<file path="config.mk">
export PLATFORM = sky130hd
export DESIGN_NAME = ifid_fetch_buffer
export DESIGN_NICKNAME = d
export VERILOG_FILES = /design/src/rtl/chronos_pkg.sv /design/src/rtl/ifid_fetch_buffer_fifo.sv /design/src/rtl/ifid_fetch_buffer.sv
export SDC_FILE = /design/constraint.sdc
export NUM_CORES = 1
export LEC_CHECK = 0
export CORE_MARGIN = 2
export CORE_UTILIZATION = 55
export CTS_BUF_LIST = sky130_fd_sc_hd__clkbuf_16
export DETAILED_ROUTE_END_ITERATION = 7
export GPL_TIMING_DRIVEN = 0
export MAX_ROUTING_LAYER = met4
export PLACE_DENSITY_LB_ADDON = 0.05
export SYNTH_ARGS = -nofsm -noshare
export SYNTH_HDL_FRONTEND = slang
export SYNTH_SLANG_ARGS = --single-unit
</file>
<file path="constraint.sdc">
create_clock -name clk -period 3.62 [get_ports clk]
set_clock_uncertainty 0.15 [all_clocks]
set_input_delay 0.724 -clock clk [delete_from_list [all_inputs] [get_ports clk]]
set_output_delay 0.724 -clock clk [all_outputs]
set_load 0.02 [all_outputs]
</file>
<file path="src/rtl/chronos_pkg.sv">
// Shared fetch-path definitions for the IF/ID buffer, decoder and hazard unit.
//   XLEN          instruction / PC width
//   NOP_INST      addi x0,x0,0; what decode sees when there is no real instruction
//   fetch_state_e fetch buffer mode: RUN accepts responses, DRAIN discards them
//   fetch_entry_t one queued inst_mem response {pc, inst}
package chronos_pkg;

  localparam int XLEN = 32;
  localparam logic [XLEN-1:0] NOP_INST = 32'h0000_0013;

  typedef enum logic [0:0] {
    RUN   = 1'b0,
    DRAIN = 1'b1
  } fetch_state_e;

  typedef struct packed {
    logic [XLEN-1:0] pc;
    logic [XLEN-1:0] inst;
  } fetch_entry_t;

endpackage

</file>
<file path="src/rtl/ifid_fetch_buffer_fifo.sv">
// fetch_fifo: small synchronous FIFO holding queued inst_mem responses.
// Ports:
//   clk, rst        clock, asynchronous active-low reset
//   clear           synchronous flush of all entries (wins over push/pop)
//   push, wdata     enqueue at tail; ignored when full
//   pop, rdata      dequeue head; rdata always shows the current head
//   count           occupancy 0..DEPTH
//   full, empty     occupancy flags
module fetch_fifo #(
  parameter int DEPTH = 4,
  parameter int WIDTH = 64,
  localparam int AW = $clog2(DEPTH),
  localparam int CW = AW + 1
) (
  input  logic             clk,
  input  logic             rst,
  input  logic             clear,
  input  logic             push,
  input  logic [WIDTH-1:0] wdata,
  input  logic             pop,
  output logic [WIDTH-1:0] rdata,
  output logic [CW-1:0]    count,
  output logic             full,
  output logic             empty
);

  logic [WIDTH-1:0] mem [DEPTH];
  logic [AW-1:0]    wr_ptr;
  logic [AW-1:0]    rd_ptr;
  logic             push_ok;
  logic             pop_ok;

  assign full    = (count == CW'(DEPTH));
  assign empty   = (count == '0);
  assign push_ok = push && !full && !clear;
  assign pop_ok  = pop && !empty && !clear;
  assign rdata   = mem[rd_ptr];

  // Storage needs no reset: nothing is read before it is written.
  always_ff @(posedge clk) begin
    if (push_ok) begin
      mem[wr_ptr] <= wdata;
    end
  end

  // DEPTH is a power of two, so the pointers wrap by plain overflow.
  always_ff @(posedge clk or negedge rst) begin
    if (!rst) begin
      wr_ptr <= '0;
      rd_ptr <= '0;
      count  <= '0;
    end else if (clear) begin
      wr_ptr <= '0;
      rd_ptr <= '0;
      count  <= '0;
    end else begin
      if (push_ok) begin
        wr_ptr <= wr_ptr + AW'(1);
      end
      if (pop_ok) begin
        rd_ptr <= rd_ptr + AW'(1);
      end
      case ({push_ok, pop_ok})
        2'b10:   count <= count + CW'(1);
        2'b01:   count <= count - CW'(1);
        default: count <= count;
      endcase
    end
  end

endmodule

</file>
<file path="src/rtl/ifid_fetch_buffer.sv">
// ifid_fetch_buffer: decoupling queue plus IF/ID register between inst_mem and decode.
// Ports:
//   clk, rst                              clock, asynchronous active-low reset
//   fetch_data_valid, fetch_data, fetch_pc inst_mem response
//   fetch_ready                           fetch may issue a request (state/count only)
//   ifid_write                            hazard-unit advance enable (0 = hold ID)
//   kill                                  redirect flush
//   id_inst, id_pc, id_valid              registered decode-stage outputs
//   overflow                              sticky: response arrived with the queue full
module ifid_fetch_buffer
  import chronos_pkg::*;
#(
  parameter int              DEPTH        = 4,
  parameter int              XLEN         = chronos_pkg::XLEN,
  parameter logic [XLEN-1:0] NOP_INST     = chronos_pkg::NOP_INST,
  parameter int              DRAIN_CYCLES = 1
) (
  input  logic            clk,
  input  logic            rst,
  input  logic            fetch_data_valid,
  input  logic [XLEN-1:0] fetch_data,
  input  logic [XLEN-1:0] fetch_pc,
  output logic            fetch_ready,
  input  logic            ifid_write,
  input  logic            kill,
  output logic [XLEN-1:0] id_inst,
  output logic [XLEN-1:0] id_pc,
  output logic            id_valid,
  output logic            overflow
);

  localparam int CW = $clog2(DEPTH) + 1;
  localparam int DW = (DRAIN_CYCLES > 1) ? $clog2(DRAIN_CYCLES + 1) : 1;

  fetch_state_e      state;
  logic [DW-1:0]     drain_cnt;
  logic [CW-1:0]     count;
  logic              full;
  logic              empty;
  logic [2*XLEN-1:0] head;
  logic              run;
  logic              bypass;
  logic              do_pop;
  logic              do_push;
  logic              ovf_set;

  assign run = (state == RUN);

  // An empty queue lets a fresh response go straight to ID without a queue cycle.
  assign bypass  = run && !kill && ifid_write && empty && fetch_data_valid;
  assign do_pop  = !kill && ifid_write && !empty;
  assign do_push = run && !kill && fetch_data_valid && !bypass && !full;
  assign ovf_set = run && !kill && fetch_data_valid && !bypass && full;

  // One slot stays free for the response to a request issued this cycle.
  assign fetch_ready = run && (count <= CW'(DEPTH - 2));

  fetch_fifo #(
    .DEPTH (DEPTH),
    .WIDTH (2 * XLEN)
  ) u_fifo (
    .clk   (clk),
    .rst   (rst),
    .clear (kill),
    .push  (do_push),
    .wdata ({fetch_pc, fetch_data}),
    .pop   (do_pop),
    .rdata (head),
    .count (count),
    .full  (full),
    .empty (empty)
  );

  // DRAIN lasts DRAIN_CYCLES cycles: the last decrement already returns to RUN.
  always_ff @(posedge clk or negedge rst) begin
    if (!rst) begin
      state     <= RUN;
      drain_cnt <= '0;
    end else if (kill) begin
      state     <= DRAIN;
      drain_cnt <= DW'(DRAIN_CYCLES);
    end else if (state == DRAIN) begin
      if (drain_cnt <= DW'(1)) begin
        state     <= RUN;
        drain_cnt <= '0;
      end else begin
        drain_cnt <= drain_cnt - DW'(1);
      end
    end
  end

  // id_pc is left alone on bubbles so it keeps pointing at the last real instruction.
  always_ff @(posedge clk or negedge rst) begin
    if (!rst) begin
      id_inst  <= NOP_INST;
      id_pc    <= '0;
      id_valid <= 1'b0;
    end else if (kill) begin
      id_inst  <= NOP_INST;
      id_valid <= 1'b0;
    end else if (ifid_write) begin
      if (!empty) begin
        id_pc    <= head[2*XLEN-1:XLEN];
        id_inst  <= head[XLEN-1:0];
        id_valid <= 1'b1;
      end else if (bypass) begin
        id_pc    <= fetch_pc;
        id_inst  <= fetch_data;
        id_valid <= 1'b1;
      end else begin
        id_inst  <= NOP_INST;
        id_valid <= 1'b0;
      end
    end
  end

  always_ff @(posedge clk or negedge rst) begin
    if (!rst) begin
      overflow <= 1'b0;
    end else if (ovf_set) begin
      overflow <= 1'b1;
    end
  end

endmodule

</file>
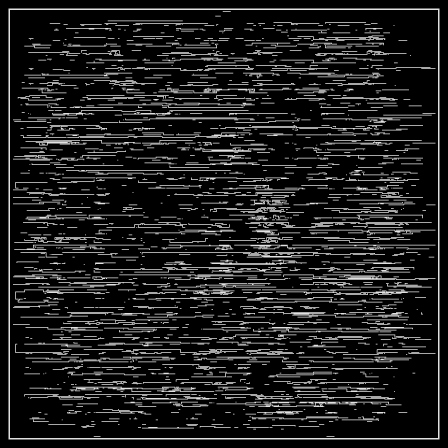
Figure 1: metal 1.
The layer carries 11600 um of wire. The wires run mostly horizontal.

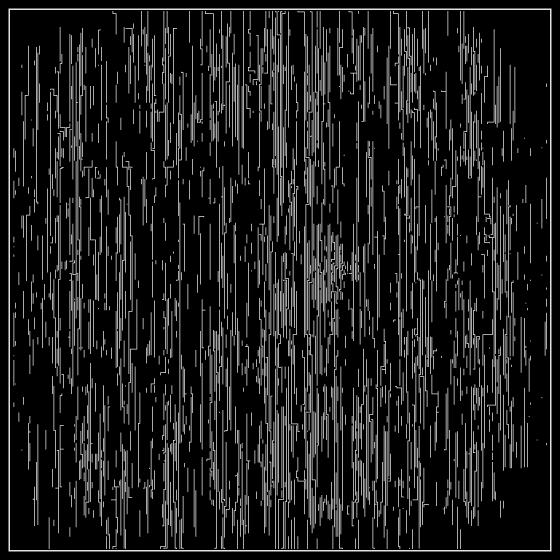
Figure 2: metal 2.
855 nets have wire on it. The layer holds 51% of the routed length. The longest straight run is 69.4 um. The layer carries 14100 um of wire. The wires run mostly vertical.

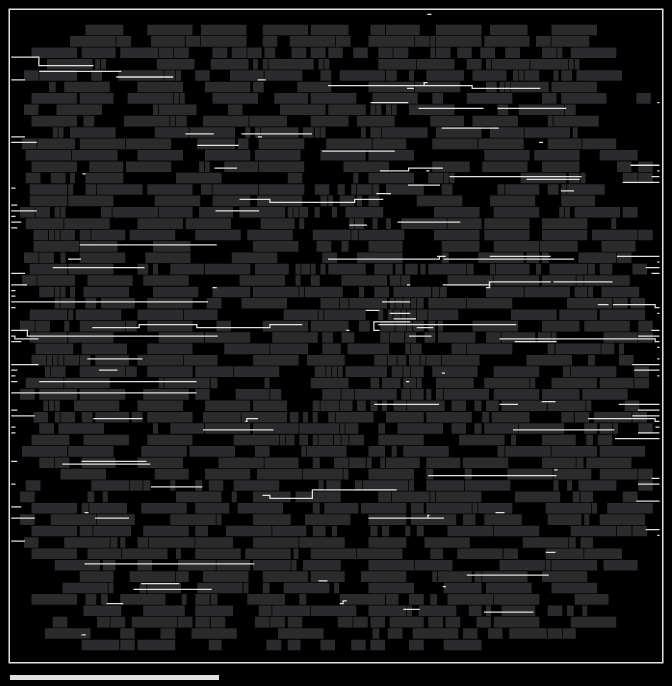
Figure 3: signal wires on met3.
Bar = 50 um. Cells faint in the background.
114 nets have wire on it. The layer holds 5.2% of the routed length. The layer carries 1430 um of wire.

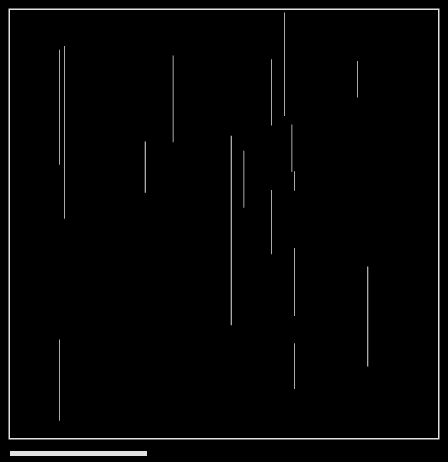
Figure 4: the metal 4 layer.
Bar = 50 um.
The layer carries 470 um of wire. The wires run mostly vertical.

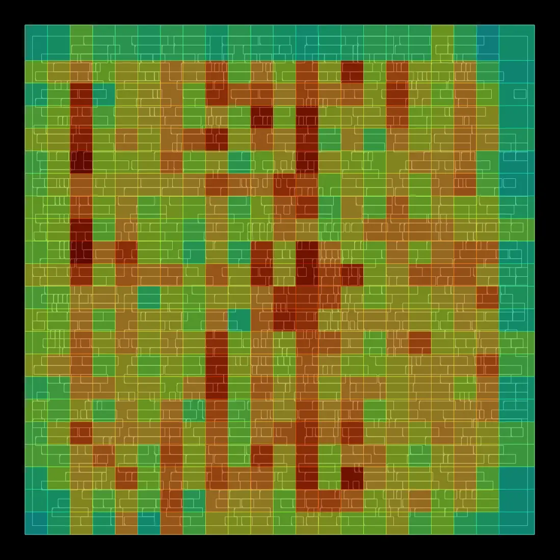
Figure 5: track usage over the die.
routed length per placed instance: 23.3 um
final design utilization: 69.0%
GR Layer Usage met1: 32.1%
overall routing resource usage: 24.0%
Global Route met2 Usage: 38.9%

==> out/writeup.txt <==
The worst path in the final design needs a cycle of 3.01 ns, including I/O delays and setup. The later-pin clock latency in the skew report is 0.50 ns. The run gives 0 as the remaining routing DRC violations.

Sequential power for this build is 4.35 mW. The register with the most flip-flops in the layout has 256 of them. Data arrives at the worst endpoint at 3.04 ns.

The run gives 48.5% as the worst max-slew margin expressed relative to the limit. The largest registers in the layout are u_fifo.mem: 256 flops, id_inst: 32 flops, id_pc: 32 flops. Leading cell type in the layout, fill and taps excluded: sky130_fd_sc_hd__edfxtp_1.

The run finished with clean final reports. Non-clock buffers make up 10.8% of the layout cell area. The fraction of power spent switching nets is 23.0%. The run gives 0 for the count of buffers added by post-CTS timing repair for setup.

The library cells used most frequently in the layout, excluding fill and tap cells, are sky130_fd_sc_hd__edfxtp_1 (256), sky130_fd_sc_hd__clkdlybuf4s50_1 (134), sky130_fd_sc_hd__dfrtp_1 (71). The share of synthesized registers carrying an async set or reset is 22.4%. With the number of antenna violations at the first check in global routing at 0, the tap cell instance count is 285.

For the worst reg-to-reg path, the endpoint reported by OpenROAD is u_fifo.count[2]. The end of the worst hold path was id_inst[24]. The final timing report lists a max-slew violation count of 0. Among all flip-flop cells after synthesis, the most frequent one is sky130_fd_sc_hd__edfxtp_1.

In the per-layer breakdown of the detailed-route log, met1 shows 11600 um. Timing analysis after detailed placement gives a worst setup slack of 0.0884 ns. After synthesis, the largest area contributor takes up 60.7% of total cell area. TritonCTS built the clock tree.

The run gives 12700 um2 for the area of the synthesized netlist per yosys stat. With the standard cell core area at 22600 um2, the non-clock buffer total of the final layout is 182. The largest part of the power goes to sequential cells. TritonCTS reports the number of clock sinks as 330. The maximum single-stage delay on the critical path was 0.50 ns.

Per the gpl log, the routability congestion estimate is 0.744. The largest net degree at the start of global routing was 55. The total wire length after detailed routing came out at 27600 um. Checking hold timing, the worst path is listed with class register to register. Per the GRT congestion report, total overflow comes to 0. Across the whole layout, multi-input logic makes up 18.8% of the cell area.

For this run the top cell type by instance count after synthesis was sky130_fd_sc_hd__edfxtp_1. The clock passes through at most 3 buffers. STA classifies the critical path startpoint as an input pin. With the transition time of the tightest slew-check pin at 0.773 ns, the area used by sequential logic in the layout is 9540 um2. The tools report the via count of the first global-routing pass as 7552. The total internal power is 6.76 mW, and the total I/O pin count is 136. Final hold analysis gives a worst-case slack of 0.318 ns. Length in cells of the worst reg-to-reg path: 11. Looking at the clock tree report, the H-tree level count equals 2. The power density over cell area came out at 562 nW/um2. Timing startpoint of the critical path: kill.

Launching point of the worst reg2reg path: u_fifo.count[0]. The net count of the finished layout is 946. The analysis attributes to net switching a power of 2.02 mW.

The required time at the worst endpoint is listed as 3.65 ns. For the combinational cell power, the log shows 1.08 mW. The worst setup path is captured at a register. The final route contains 7066 vias.

For the worst min-delay path, the startpoint reported by OpenROAD is id_inst[24]. The routed design uses 14100 um of met2 wire. The cell-mix breakdown from Yosys lists the compound-gate area share as 6.32%.

Per the post-route antenna check, the number of violating nets is 0. Yosys stat counts 694 cells in the synthesized netlist. The parity-gate share of the synthesized area counting xor and xnor cells was 0.207%.

The finished layout holds 1183 standard cells, fillers aside. The fraction of area in registers is 61.1%. The fraction of synthesized area in multiplexers was 11.4%.
Power and IR drop assume default switching activity.
